### Register map, names as in the netlist

Other sequential cells in the stronger gray, the rest of the logic in the fainter gray.
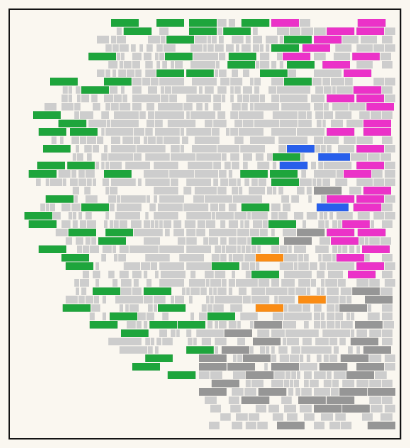
### Clock wiring as the flow saved it

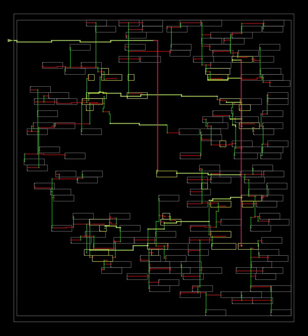
### Routed metal, one color a layer

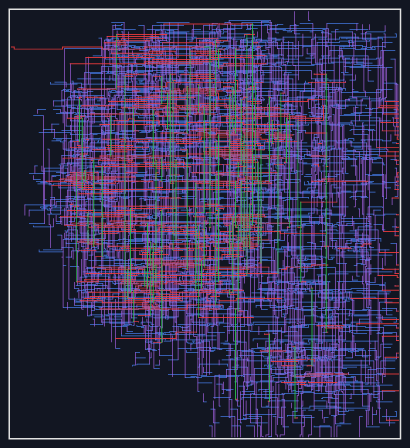
### Gate-type map

Scale bar: 50 um.
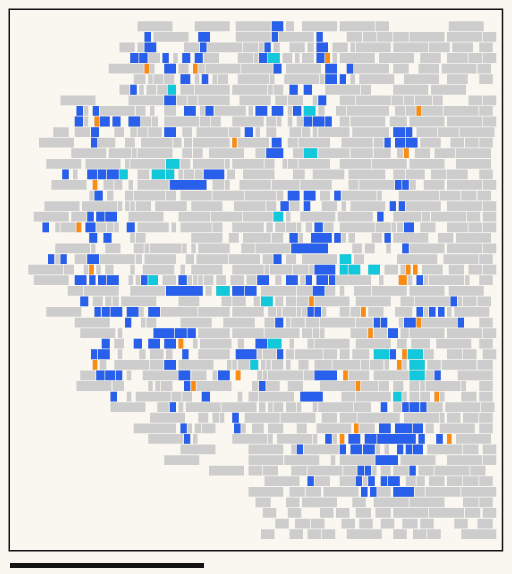
### Pin placement

Pins as bars across the die edge, other pins in gray.
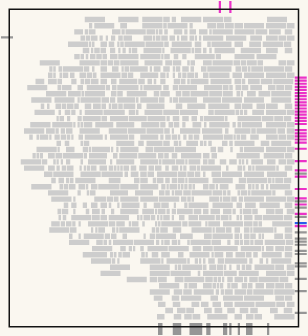
## src/rtl/counting_sorter_param_pkg.sv

```systemverilog
// Shared types and helpers for the parametrised counting sorter.
package counting_sorter_param_pkg;

  typedef enum logic [1:0] {
    StIdle  = 2'd0,
    StCount = 2'd1,
    StEmit  = 2'd2,
    StDone  = 2'd3
  } state_e;

  // Width able to hold a bin count from 0 up to num inclusive.
  function automatic int unsigned cnt_width(input int unsigned num);
    return $clog2(num + 1);
  endfunction

endpackage

```

## src/rtl/counting_sorter_param_hist_bank.sv

```systemverilog
// Histogram counter array: 2**AW bins of CW bits, one increment or decrement per cycle.
module counting_sorter_param_hist_bank #(
  parameter int unsigned AW = 4,
  parameter int unsigned CW = 4
) (
  input  logic          clk_i,
  input  logic          rst_ni,
  input  logic          clear_i,
  input  logic          inc_en_i,
  input  logic [AW-1:0] inc_addr_i,
  input  logic          dec_en_i,
  input  logic [AW-1:0] dec_addr_i,
  input  logic [AW-1:0] rd_addr_i,
  output logic [CW-1:0] rd_cnt_o
);

  localparam int unsigned NB = 1 << AW;

  logic [CW-1:0] cnt_q [NB];
  logic [CW-1:0] cnt_d [NB];

  always_comb begin
    cnt_d = cnt_q;
    if (clear_i) begin
      for (int i = 0; i < NB; i++) cnt_d[i] = '0;
    end else if (inc_en_i) begin
      cnt_d[inc_addr_i] = cnt_q[inc_addr_i] + CW'(1);
    end else if (dec_en_i) begin
      cnt_d[dec_addr_i] = cnt_q[dec_addr_i] - CW'(1);
    end
  end

  always_ff @(posedge clk_i or negedge rst_ni) begin
    if (!rst_ni) begin
      for (int i = 0; i < NB; i++) cnt_q[i] <= '0;
    end else begin
      cnt_q <= cnt_d;
    end
  end

  assign rd_cnt_o = cnt_q[rd_addr_i];

endmodule

```

## src/rtl/counting_sorter_param.sv

```systemverilog
// Counting-sort engine: histogram NUM elements, then emit bins in order until NUM slots are filled.
module counting_sorter_param
  import counting_sorter_param_pkg::*;
#(
  parameter int unsigned NUM = 8,
  parameter int unsigned DW  = 4
) (
  input  logic              clk_i,
  input  logic              rst_ni,
  input  logic              start_i,
  input  logic              desc_i,
  input  logic [NUM*DW-1:0] nums_i,
  output logic              busy_o,
  output logic              valid_o,
  input  logic              ready_i,
  output logic [NUM*DW-1:0] sorted_nums_o
);

  localparam int unsigned NB = 1 << DW;
  localparam int unsigned CW = cnt_width(NUM);
  localparam int unsigned IW = $clog2(NUM);
  localparam logic [IW-1:0] LastIdx = IW'(NUM - 1);
  localparam logic [DW-1:0] PtrMax  = DW'(NB - 1);

  state_e            state_q, state_d;
  logic              desc_q, desc_d;
  logic [NUM*DW-1:0] nums_q, nums_d;
  logic [IW-1:0]     idx_q, idx_d;
  logic [DW-1:0]     ptr_q, ptr_d;
  logic [NUM*DW-1:0] sorted_q, sorted_d;

  logic [DW-1:0] cur_elem;
  logic [CW-1:0] rd_cnt;
  logic          clear, inc_en, dec_en;

  always_comb begin
    cur_elem = '0;
    for (int k = 0; k < NUM; k++) begin
      if (idx_q == IW'(k)) cur_elem = nums_q[k*DW +: DW];
    end
  end

  always_comb begin
    state_d  = state_q;
    desc_d   = desc_q;
    nums_d   = nums_q;
    idx_d    = idx_q;
    ptr_d    = ptr_q;
    sorted_d = sorted_q;
    clear    = 1'b0;
    inc_en   = 1'b0;
    dec_en   = 1'b0;
    case (state_q)
      StIdle: begin
        if (start_i) begin
          desc_d  = desc_i;
          nums_d  = nums_i;
          clear   = 1'b1;
          idx_d   = '0;
          state_d = StCount;
        end
      end
      StCount: begin
        inc_en = 1'b1;
        if (idx_q == LastIdx) begin
          idx_d   = '0;
          ptr_d   = desc_q ? PtrMax : '0;
          state_d = StEmit;
        end else begin
          idx_d = idx_q + IW'(1);
        end
      end
      StEmit: begin
        if (rd_cnt != '0) begin
          dec_en = 1'b1;
          for (int k = 0; k < NUM; k++) begin
            if (idx_q == IW'(k)) sorted_d[k*DW +: DW] = ptr_q;
          end
          if (idx_q == LastIdx) begin
            idx_d   = '0;
            state_d = StDone;
          end else begin
            idx_d = idx_q + IW'(1);
          end
        end else begin
          // Only reached while unwritten elements remain, so the pointer cannot run off the end.
          ptr_d = desc_q ? ptr_q - DW'(1) : ptr_q + DW'(1);
        end
      end
      StDone: begin
        if (ready_i) state_d = StIdle;
      end
      default: state_d = StIdle;
    endcase
  end

  always_ff @(posedge clk_i or negedge rst_ni) begin
    if (!rst_ni) begin
      state_q  <= StIdle;
      desc_q   <= 1'b0;
      nums_q   <= '0;
      idx_q    <= '0;
      ptr_q    <= '0;
      sorted_q <= '0;
    end else begin
      state_q  <= state_d;
      desc_q   <= desc_d;
      nums_q   <= nums_d;
      idx_q    <= idx_d;
      ptr_q    <= ptr_d;
      sorted_q <= sorted_d;
    end
  end

  counting_sorter_param_hist_bank #(
    .AW (DW),
    .CW (CW)
  ) u_hist_bank (
    .clk_i      (clk_i),
    .rst_ni     (rst_ni),
    .clear_i    (clear),
    .inc_en_i   (inc_en),
    .inc_addr_i (cur_elem),
    .dec_en_i   (dec_en),
    .dec_addr_i (ptr_q),
    .rd_addr_i  (ptr_q),
    .rd_cnt_o   (rd_cnt)
  );

  assign busy_o        = (state_q == StCount) || (state_q == StEmit);
  assign valid_o       = (state_q == StDone);
  assign sorted_nums_o = sorted_q;

endmodule

```

## config.mk

```make
export PLATFORM = sky130hd
export DESIGN_NAME = counting_sorter_param
export DESIGN_NICKNAME = d
export VERILOG_FILES = /design/src/rtl/counting_sorter_param_pkg.sv /design/src/rtl/counting_sorter_param_hist_bank.sv /design/src/rtl/counting_sorter_param.sv
export SDC_FILE = /design/constraint.sdc
export NUM_CORES = 1
export LEC_CHECK = 0
export CAP_MARGIN = 0
export CORE_ASPECT_RATIO = 1.1
export CORE_UTILIZATION = 54
export DETAILED_ROUTE_END_ITERATION = 12
export GPL_ROUTABILITY_DRIVEN = 0
export PLACE_DENSITY = 0.79
export SETUP_SLACK_MARGIN = 0.5
export SKIP_LAST_GASP = 1
export SLEW_MARGIN = 20
export SYNTH_ARGS = -nofsm -noshare
export SYNTH_HDL_FRONTEND = slang
export SYNTH_HIERARCHICAL = 1
export SYNTH_SLANG_ARGS = --single-unit
```

## constraint.sdc

```tcl
create_clock -name clk_i -period 4.7 [get_ports clk_i]
set_input_delay 0.47 -clock clk_i [delete_from_list [all_inputs] [get_ports clk_i]]
set_output_delay 0.47 -clock clk_i [all_outputs]
set_load 0.005 [all_outputs]
```

==> impl_metrics.ini <==
; implementation run metrics
[synth]
ys_area_mm2 = 0.00919
synthSimpleGateAreaFrac_pct = 14.8
syn_area_per_cell_um2 = 10.9
ys_warn_count = 6
logic_family = multiplexers
ys_sh_xor_pct = 0.545
top_cell = dfrtp_1
ys_cells = 846
numSynthFlops = 138
async_flop_share_pct = 100
synthTopCellsByArea = dfrtp_1, mux4_2, mux2_2
netlist_instances = 846
yosys.stat.seqShare_pct = 37.6
top_area_share_pct = 37.6
dominantRegCellSynth = dfrtp_1
synth-edff-count = 0
mux_area_share_pct = 24.3
synth_top_cell_by_area = dfrtp_1
syn_area_mm2 = 0.00919
ys_types = 72
aoi_share_pct = 15.2
synth-adder-area-share_pct = 2.12
synthTopCellsByCount = dfrtp_1, nand2_1, mux2_2
fp_nets = 898

[finish]
nClkBuffers = 19
final_cell_area_mm2 = 0.0111
regMostFlops = u_hist_bank/cnt_q
comb_cells = 610
seq_cell_count = 138
largest_reg_flops = 64
syn_to_final_growth_pct = 20.9
clock_cell_area_share_pct = 5.55
signal_buffers = 137
fin_nets = 985
inv_count = 29
fill_cells = 1177
final_cell_mix = dfrtp_1, nand2_1, clkdlybuf4s50_1, buf_4, mux2_2
buffer_area_share_pct = 11.4
largest_class = combinational gates
drive_gt1_share_pct = 28.0
mi_logic_area_mm2 = 0.00540
insertedDiodeCount = 0

[global_routing]
track_usage_pct = 32.6
grt_pass1_wl_um = 43700
met3_usage_pct = 9.45
globalRouteMet2Util_pct = 51.2
grt_pass1_vias = 7819
antenna_found_initial = 0
top_usage_layer = met2
globalRouteMet1Util_pct = 40.7
grt_max_degree = 53
overflow = 0

[setup_path]
cp_common_cell = buf_4
critPathMaxStageDelay_ps = 410
start_kind = flop
path_delay_family = AND-OR/OR-AND gates
critPathArrivalTime_ps = 4460
path_cells = inv_1 -> ha_1 -> buf_4 -> a21oi_1 -> a211oi_1 -> o32ai_2 -> o21ai_4 -> buf_4 -> mux4_2 -> a22oi_2 -> nand3_2 -> buf_4 -> and3_2 -> xnor2_2 -> buf_6 -> o21ai_1
cp-endpoint = u_hist_bank/cnt_q[19]$_DFFE_PN0P_
timing.rr.start = idx_q[1]$_DFFE_PN0P_
rrSetupSlack_ps = 550
rr_endpoint = u_hist_bank/cnt_q[19]$_DFFE_PN0P_
worstPathRequired_ps = 5010
cp-end-kind = flop
crit_start = idx_q[1]$_DFFE_PN0P_
critPathSlowestCell = dfrtp_1
rr_worst_depth = 16
critPathKind = flop to flop
path_buffers = 5
critical_path_depth = 16

[place]
port_buffers = 70
dp_hpwl_um = 19000
place_ws_ps = 374
placedCellCount = 1104
placed_cell_area_mm2 = 0.0102

[timing]
final_hold_viol_count = 0
hold_slack_ps = 492
tns_ps = 0
layout_setup_ws_ps = 553
period_minus_slack_ps = 4150
finalClockPeriodUsage_pct = 88.2
fmax_mhz = 241
rsz0062_at_grt = true
slew_headroom_pct = 30.3
slew_violations = 0
setup_viol = 0
tightest_slew_ps = 1040

[die]
pin_count = 71
rows = 49
die_h_um = 139
die.size.x_um = 126
n_tap_cell = 204
core-area_mm2 = 0.0165
fp_util_pct = 55.7
die-area_mm2 = 0.0175

[routing]
dr_wl_met2_um = 13200
drt_wl_total_um = 28700
drt_iter0_markers = 1258
drc_errors = 0
dr.pass1.iters = 6
vias_per_cell = 7.18
wl_met1_um = 10100
wl_met3_um = 3590
final_antenna_net_count = 0
dr.max_layer_used = met4

[pwr]
clkPwrFrac_pct = 15.4
pwr-share-seq_pct = 23.6
ir_drop_mv = 0.466
p_leak_nw = 4.44
power_frac_comb_pct = 60.9
combinationalPower_w = 0.00557
swShare_pct = 46.1
power.density_mw_per_mm2 = 824
total_power_w = 0.00915
intPower_w = 0.00493
power-top-group = combinational cells
net-switching-power_w = 0.00422

[min_path]
hold_end = sorted_nums_o[13]$_DFFE_PN0P_
worstHoldPathCells = 2
hp-class = flop to flop

[run]
warnings = 35
maxCapViolCount = 0

[clock_tree]
htree_levels = 4
cts_resized = 3
cts_tree = done
ctsRootBufferMaster = clkbuf_16
path_clk_slew_ps = 60
clock_path_buffers = 2
hold_buffers = 1
cts_setup_buffers = 1

[outcome]
status = completed
About 'Register map, names as in the netlist':
signal	color	flops
sorted_nums_o	magenta	32
idx_q	orange	3
ptr_q	blue	4
u_hist_bank/cnt_q	green	64
Sequential Power: 0.00216 W
Flop area: 0.00346 mm2
final core occ: 67.4%
flop share of the area: 31.2%

About 'Clock wiring as the flow saved it':
Layout Skew: 13.1 ps
cts bufs inserted: 17
clock sinks: 138
Clk power: 0.00141 W

About 'Routed metal, one color a layer':
layer	color	wire length
M3	red	3590 um
M4	green	1860 um
M2	purple	13200 um
M1	blue	10100 um
routed via count: 8249
Routed wire per std cell: 25.0 um

About 'Gate-type map':
family	color	cells
and/or cells	cyan	23
inv cells	orange	29
aoi and oai cells	blue	191
Top cell excl fill/tap: dfrtp_1
combinational share of cell area: 48.6%
final non-filler cell total: 1149

About 'Pin placement':
port	color	pins	direction	edge
busy_o	blue	1	output	right
sorted_nums_o	magenta	32	output	30 right, 2 top
all pins by edge	46 right, 22 bottom, 2 top, 1 left

Power figures rest on the tool's default switching activity, not on a simulated workload.
